Fig. 1: power grid
Bar = 20 um. Pins as bars on the die edge. Tap cells in gray.
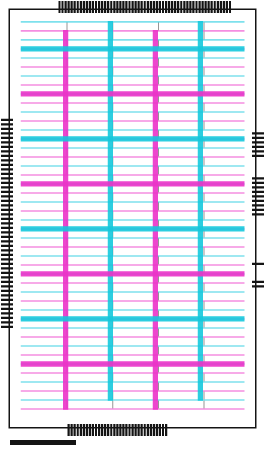
Fig. 2: cell classes on the final placement
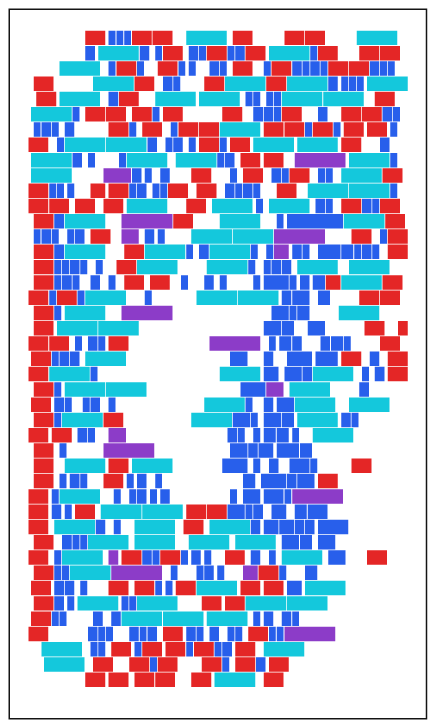
Fig. 3: clock network drawn from the DEF
Bar = 20 um.
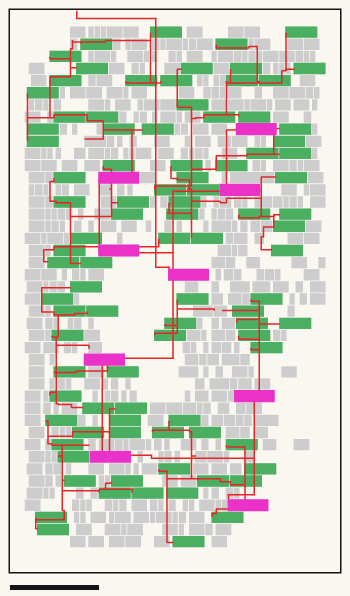
Fig. 4: wiring by layer
Bar = 20 um. Only two layers are drawn.
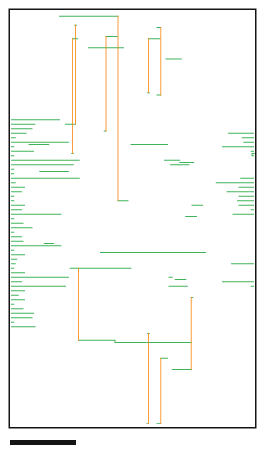
--- src/rtl/fft_pkg.sv ---
`default_nettype none
// ============================================================================
// Module      : fft_pkg
// Description : Shared widths, mode codes, frame-length helper and FSM states
//               for the FFT frame sequencer.
// Revision    : 1.0 - initial release
// ============================================================================
package fft_pkg;

    localparam int unsigned c_dw = 34;

    localparam logic [1:0] c_mode_16  = 2'b00;
    localparam logic [1:0] c_mode_32  = 2'b01;
    localparam logic [1:0] c_mode_64  = 2'b10;
    localparam logic [1:0] c_mode_128 = 2'b11;

    typedef enum logic [1:0] {
        IDLE = 2'd0,
        LOAD = 2'd1,
        WAIT = 2'd2,
        OUT  = 2'd3
    } state_t;

    // Points per frame: 16 << mode.
    function automatic logic [7:0] frame_len(input logic [1:0] mode);
        logic [7:0] len;
        case (mode)
            c_mode_16:  len = 8'd16;
            c_mode_32:  len = 8'd32;
            c_mode_64:  len = 8'd64;
            c_mode_128: len = 8'd128;
            default:    len = 8'd16;
        endcase
        return len;
    endfunction

endpackage
`default_nettype wire

--- src/rtl/fft_beat_counter.sv ---
`default_nettype none
// ============================================================================
// Module      : fft_beat_counter
// Description : Loadable up-counter that wraps to zero after reaching term,
//               with synchronous clear and terminal-count flag.
// Revision    : 1.0 - initial release
// ============================================================================
module fft_beat_counter #(
    parameter int WIDTH = 7
) (
    input  logic             clk,
    input  logic             rst,
    input  logic             clr,
    input  logic             ld,
    input  logic [WIDTH-1:0] ld_val,
    input  logic             en,
    input  logic [WIDTH-1:0] term,
    output logic [WIDTH-1:0] count,
    output logic             tc
);

    logic [WIDTH-1:0] r_count;

    always_ff @(posedge clk) begin
        if (rst || clr) begin
            r_count <= '0;
        end else if (ld) begin
            r_count <= ld_val;
        end else if (en) begin
            r_count <= (r_count == term) ? '0 : r_count + 1'b1;
        end
    end

    assign count = r_count;
    assign tc    = (r_count == term);

endmodule
`default_nettype wire

--- src/rtl/fft_frame_ctrl.sv ---
`default_nettype none
// ============================================================================
// Module      : fft_frame_ctrl
// Description : Frames a host sample stream into the FFT core, tracks the
//               core's fixed latency and re-emits the results with valid/last.
// Revision    : 1.0 - initial release
// ============================================================================
module fft_frame_ctrl
    import fft_pkg::*;
#(
    parameter int DW      = c_dw,
    parameter int LATENCY = 16
) (
    input  logic          clk,
    input  logic          rst,
    input  logic          req_valid,
    output logic          req_ready,
    input  logic [1:0]    req_mode,
    input  logic          s_valid,
    output logic          s_ready,
    input  logic [DW-1:0] s_data,
    output logic          core_start,
    output logic [1:0]    core_mode,
    output logic [DW-1:0] core_din,
    input  logic [DW-1:0] core_dout,
    input  logic [1:0]    core_dout_mode,
    output logic          m_valid,
    output logic [DW-1:0] m_data,
    output logic [1:0]    m_mode,
    output logic          m_last,
    output logic          busy,
    output logic          err_underrun
);

    localparam int              c_lat_w    = $clog2(LATENCY + 1);
    localparam logic [c_lat_w-1:0] c_lat_term = c_lat_w'(LATENCY - 1);

    state_t              r_state;
    state_t              w_state_d;
    logic                r_req_ready;
    logic                r_s_ready;
    logic                r_core_start;
    logic [1:0]          r_core_mode;
    logic [DW-1:0]       r_core_din;
    logic                r_m_valid;
    logic [DW-1:0]       r_m_data;
    logic [1:0]          r_m_mode;
    logic                r_m_last;
    logic                r_busy;
    logic                r_err_underrun;

    logic                w_req_fire;
    logic                w_s_fire;
    logic                w_underrun;
    logic [6:0]          w_beat_term;
    logic [6:0]          w_beat_cnt;
    logic                w_beat_tc;
    logic [c_lat_w-1:0]  w_lat_cnt;
    logic                w_lat_tc;
    logic                w_lat_cnt_unused;

    assign w_req_fire  = req_valid && r_req_ready;
    assign w_s_fire    = s_valid && r_s_ready;
    assign w_beat_term = 7'(frame_len(r_core_mode) - 8'd1);
    // Once beat 0 is in, the count is non-zero until the frame leaves LOAD.
    assign w_underrun  = (r_state == LOAD) && (w_beat_cnt != 7'd0) && !s_valid;
    assign w_lat_cnt_unused = ^w_lat_cnt;

    fft_beat_counter #(
        .WIDTH (7)
    ) u_beat_cnt (
        .clk    (clk),
        .rst    (rst),
        .clr    (w_underrun || (r_state == IDLE)),
        .ld     (1'b0),
        .ld_val (7'd0),
        .en     (w_s_fire || (r_state == OUT)),
        .term   (w_beat_term),
        .count  (w_beat_cnt),
        .tc     (w_beat_tc)
    );

    fft_beat_counter #(
        .WIDTH (c_lat_w)
    ) u_lat_cnt (
        .clk    (clk),
        .rst    (rst),
        .clr    (r_state != WAIT),
        .ld     (1'b0),
        .ld_val ('0),
        .en     (r_state == WAIT),
        .term   (c_lat_term),
        .count  (w_lat_cnt),
        .tc     (w_lat_tc)
    );

    always_ff @(posedge clk) begin
        if (rst) begin
            r_state <= IDLE;
        end else begin
            r_state <= w_state_d;
        end
    end

    always_comb begin
        w_state_d = r_state;
        case (r_state)
            IDLE: if (w_req_fire) w_state_d = LOAD;
            LOAD: begin
                if (w_underrun) begin
                    w_state_d = IDLE;
                end else if (w_s_fire && w_beat_tc) begin
                    w_state_d = WAIT;
                end
            end
            WAIT: if (w_lat_tc) w_state_d = OUT;
            OUT:  if (w_beat_tc) w_state_d = IDLE;
            default: w_state_d = IDLE;
        endcase
    end

    // req_ready and busy trail IDLE entry by one cycle so a new request is
    // never accepted in the same cycle the previous frame finishes.
    always_ff @(posedge clk) begin
        if (rst) begin
            r_req_ready    <= 1'b0;
            r_s_ready      <= 1'b0;
            r_core_start   <= 1'b0;
            r_core_mode    <= 2'b00;
            r_core_din     <= '0;
            r_m_valid      <= 1'b0;
            r_m_data       <= '0;
            r_m_mode       <= 2'b00;
            r_m_last       <= 1'b0;
            r_busy         <= 1'b0;
            r_err_underrun <= 1'b0;
        end else begin
            r_req_ready    <= (r_state == IDLE) && (w_state_d == IDLE);
            r_s_ready      <= (w_state_d == LOAD);
            r_busy         <= (r_state != IDLE) || (w_state_d != IDLE);
            r_core_start   <= w_s_fire && (w_beat_cnt == 7'd0);
            r_err_underrun <= w_underrun;
            r_m_valid      <= (r_state == OUT);
            r_m_last       <= (r_state == OUT) && w_beat_tc;
            if (w_req_fire) begin
                r_core_mode <= req_mode;
            end
            if (w_s_fire) begin
                r_core_din <= s_data;
            end
            if (r_state == OUT) begin
                r_m_data <= core_dout;
                r_m_mode <= core_dout_mode;
            end
        end
    end

    assign req_ready    = r_req_ready;
    assign s_ready      = r_s_ready;
    assign core_start   = r_core_start;
    assign core_mode    = r_core_mode;
    assign core_din     = r_core_din;
    assign m_valid      = r_m_valid;
    assign m_data       = r_m_data;
    assign m_mode       = r_m_mode;
    assign m_last       = r_m_last;
    assign busy         = r_busy;
    assign err_underrun = r_err_underrun;

endmodule
`default_nettype wire

--- config.mk ---
export PLATFORM = sky130hd
export DESIGN_NAME = fft_frame_ctrl
export DESIGN_NICKNAME = d
export VERILOG_FILES = /design/src/rtl/fft_pkg.sv /design/src/rtl/fft_beat_counter.sv /design/src/rtl/fft_frame_ctrl.sv
export SDC_FILE = /design/constraint.sdc
export NUM_CORES = 1
export LEC_CHECK = 0
export CORE_AREA = 3 3 71 123
export CTS_CLUSTER_DIAMETER = 120
export CTS_CLUSTER_SIZE = 40
export DETAILED_ROUTE_END_ITERATION = 6
export DIE_AREA = 0 0 74 126
export PLACE_DENSITY = 0.89
export SLEW_MARGIN = 20
export SYNTH_ARGS = -nofsm -noshare
export SYNTH_HDL_FRONTEND = slang
export SYNTH_SLANG_ARGS = --single-unit
--- constraint.sdc ---
create_clock -name clk -period 4.1 [get_ports clk]
set_input_delay 0.41 -clock clk [delete_from_list [all_inputs] [get_ports clk]]
set_output_delay 0.41 -clock clk [all_outputs]
set_load 0.02 [all_outputs]
==> results.cfg <==
; flow metrics
[yosys]
top_cells_by_count = 151 x nand2_1, 93 x dfxtp_1, 77 x a21oi_1
ys.flop_type = dfxtp_1
synth_cells = 425

[finish]
fillers = 644
drive_gt1_share_pct = 5.93
final_nets = 647
clockBufferCount = 10
comb_area_share_pct = 28.2

[global_routing]
grt-busiest-layer = met2

[final_timing]
fin_setup_tns_ps = 0
fmax_ghz = 0.538

[run_status]
status = completed

[worst_setup_path]
r2r_cells = 4
cp-end-kind = primary output
cpMaxStageDelayCell = clkdlybuf4s50_1

[routing]
routed-wl-met2_mm = 5.75

[clocking]
numCtsBuffers = 9
clk_latency_ps = 340

[power_and_ir_drop]
vdd_drop_max_mv = 0.244
power_density_mw_per_mm2 = 357
swShare_pct = 23.7
Back to the opening pictures, Fig. 1:
[magenta] VSS
[cyan] VDD
met4 straps: 4
met5 straps: 8
met1 rails: 44

Back to the opening pictures, Fig. 2:
[cyan] sequential cells | cells: 93 | share of their area: 36%
[blue] combinational and other logic | cells: 308 | share of their area: 29%
[purple] clock drivers and dummy loads | cells: 16 | share of their area: 5.5%
[red] remaining buffers and delay cells | cells: 156 | share of their area: 30%
core area: 0.00791 mm2
row count: 43
Finished Core Util: 67.6%
final instance area: 0.00535 mm2

Back to the opening pictures, Fig. 3:
[magenta] clock drivers | count: 9
[green] flip-flops | count: 93
[red] clock wires | length: 1060 um
flops lie: spread over the die
routed clock nets: 10

Back to the opening pictures, Fig. 4:
[orange] metal 4 | wire length: 276 um
[green] metal 3 | wire length: 561 um

## layout by cell type, fill, tap and decap left out, drive strengths merged, types with 2 or more instances in the layout
cell type / synthesis / final
nor2: 9 / 9
clkdlybuf4s50: 0 / 153
dfxtp: 93 / 93
a22o: 2 / 2
nand3: 9 / 9
a31oi: 2 / 2
a21oi: 79 / 79
o21ai: 3 / 3
nand4: 3 / 3
xor2: 2 / 2
a311oi: 2 / 2
and2: 2 / 2
and3: 3 / 3
buf: 7 / 3
inv: 7 / 9
clkinv: 0 / 2
clkbuf: 17 / 10
ha: 3 / 3
a211oi: 3 / 3
clkinvlp: 0 / 2
xnor2: 3 / 3
o32ai: 2 / 2
nor3: 6 / 6
nand2: 151 / 151
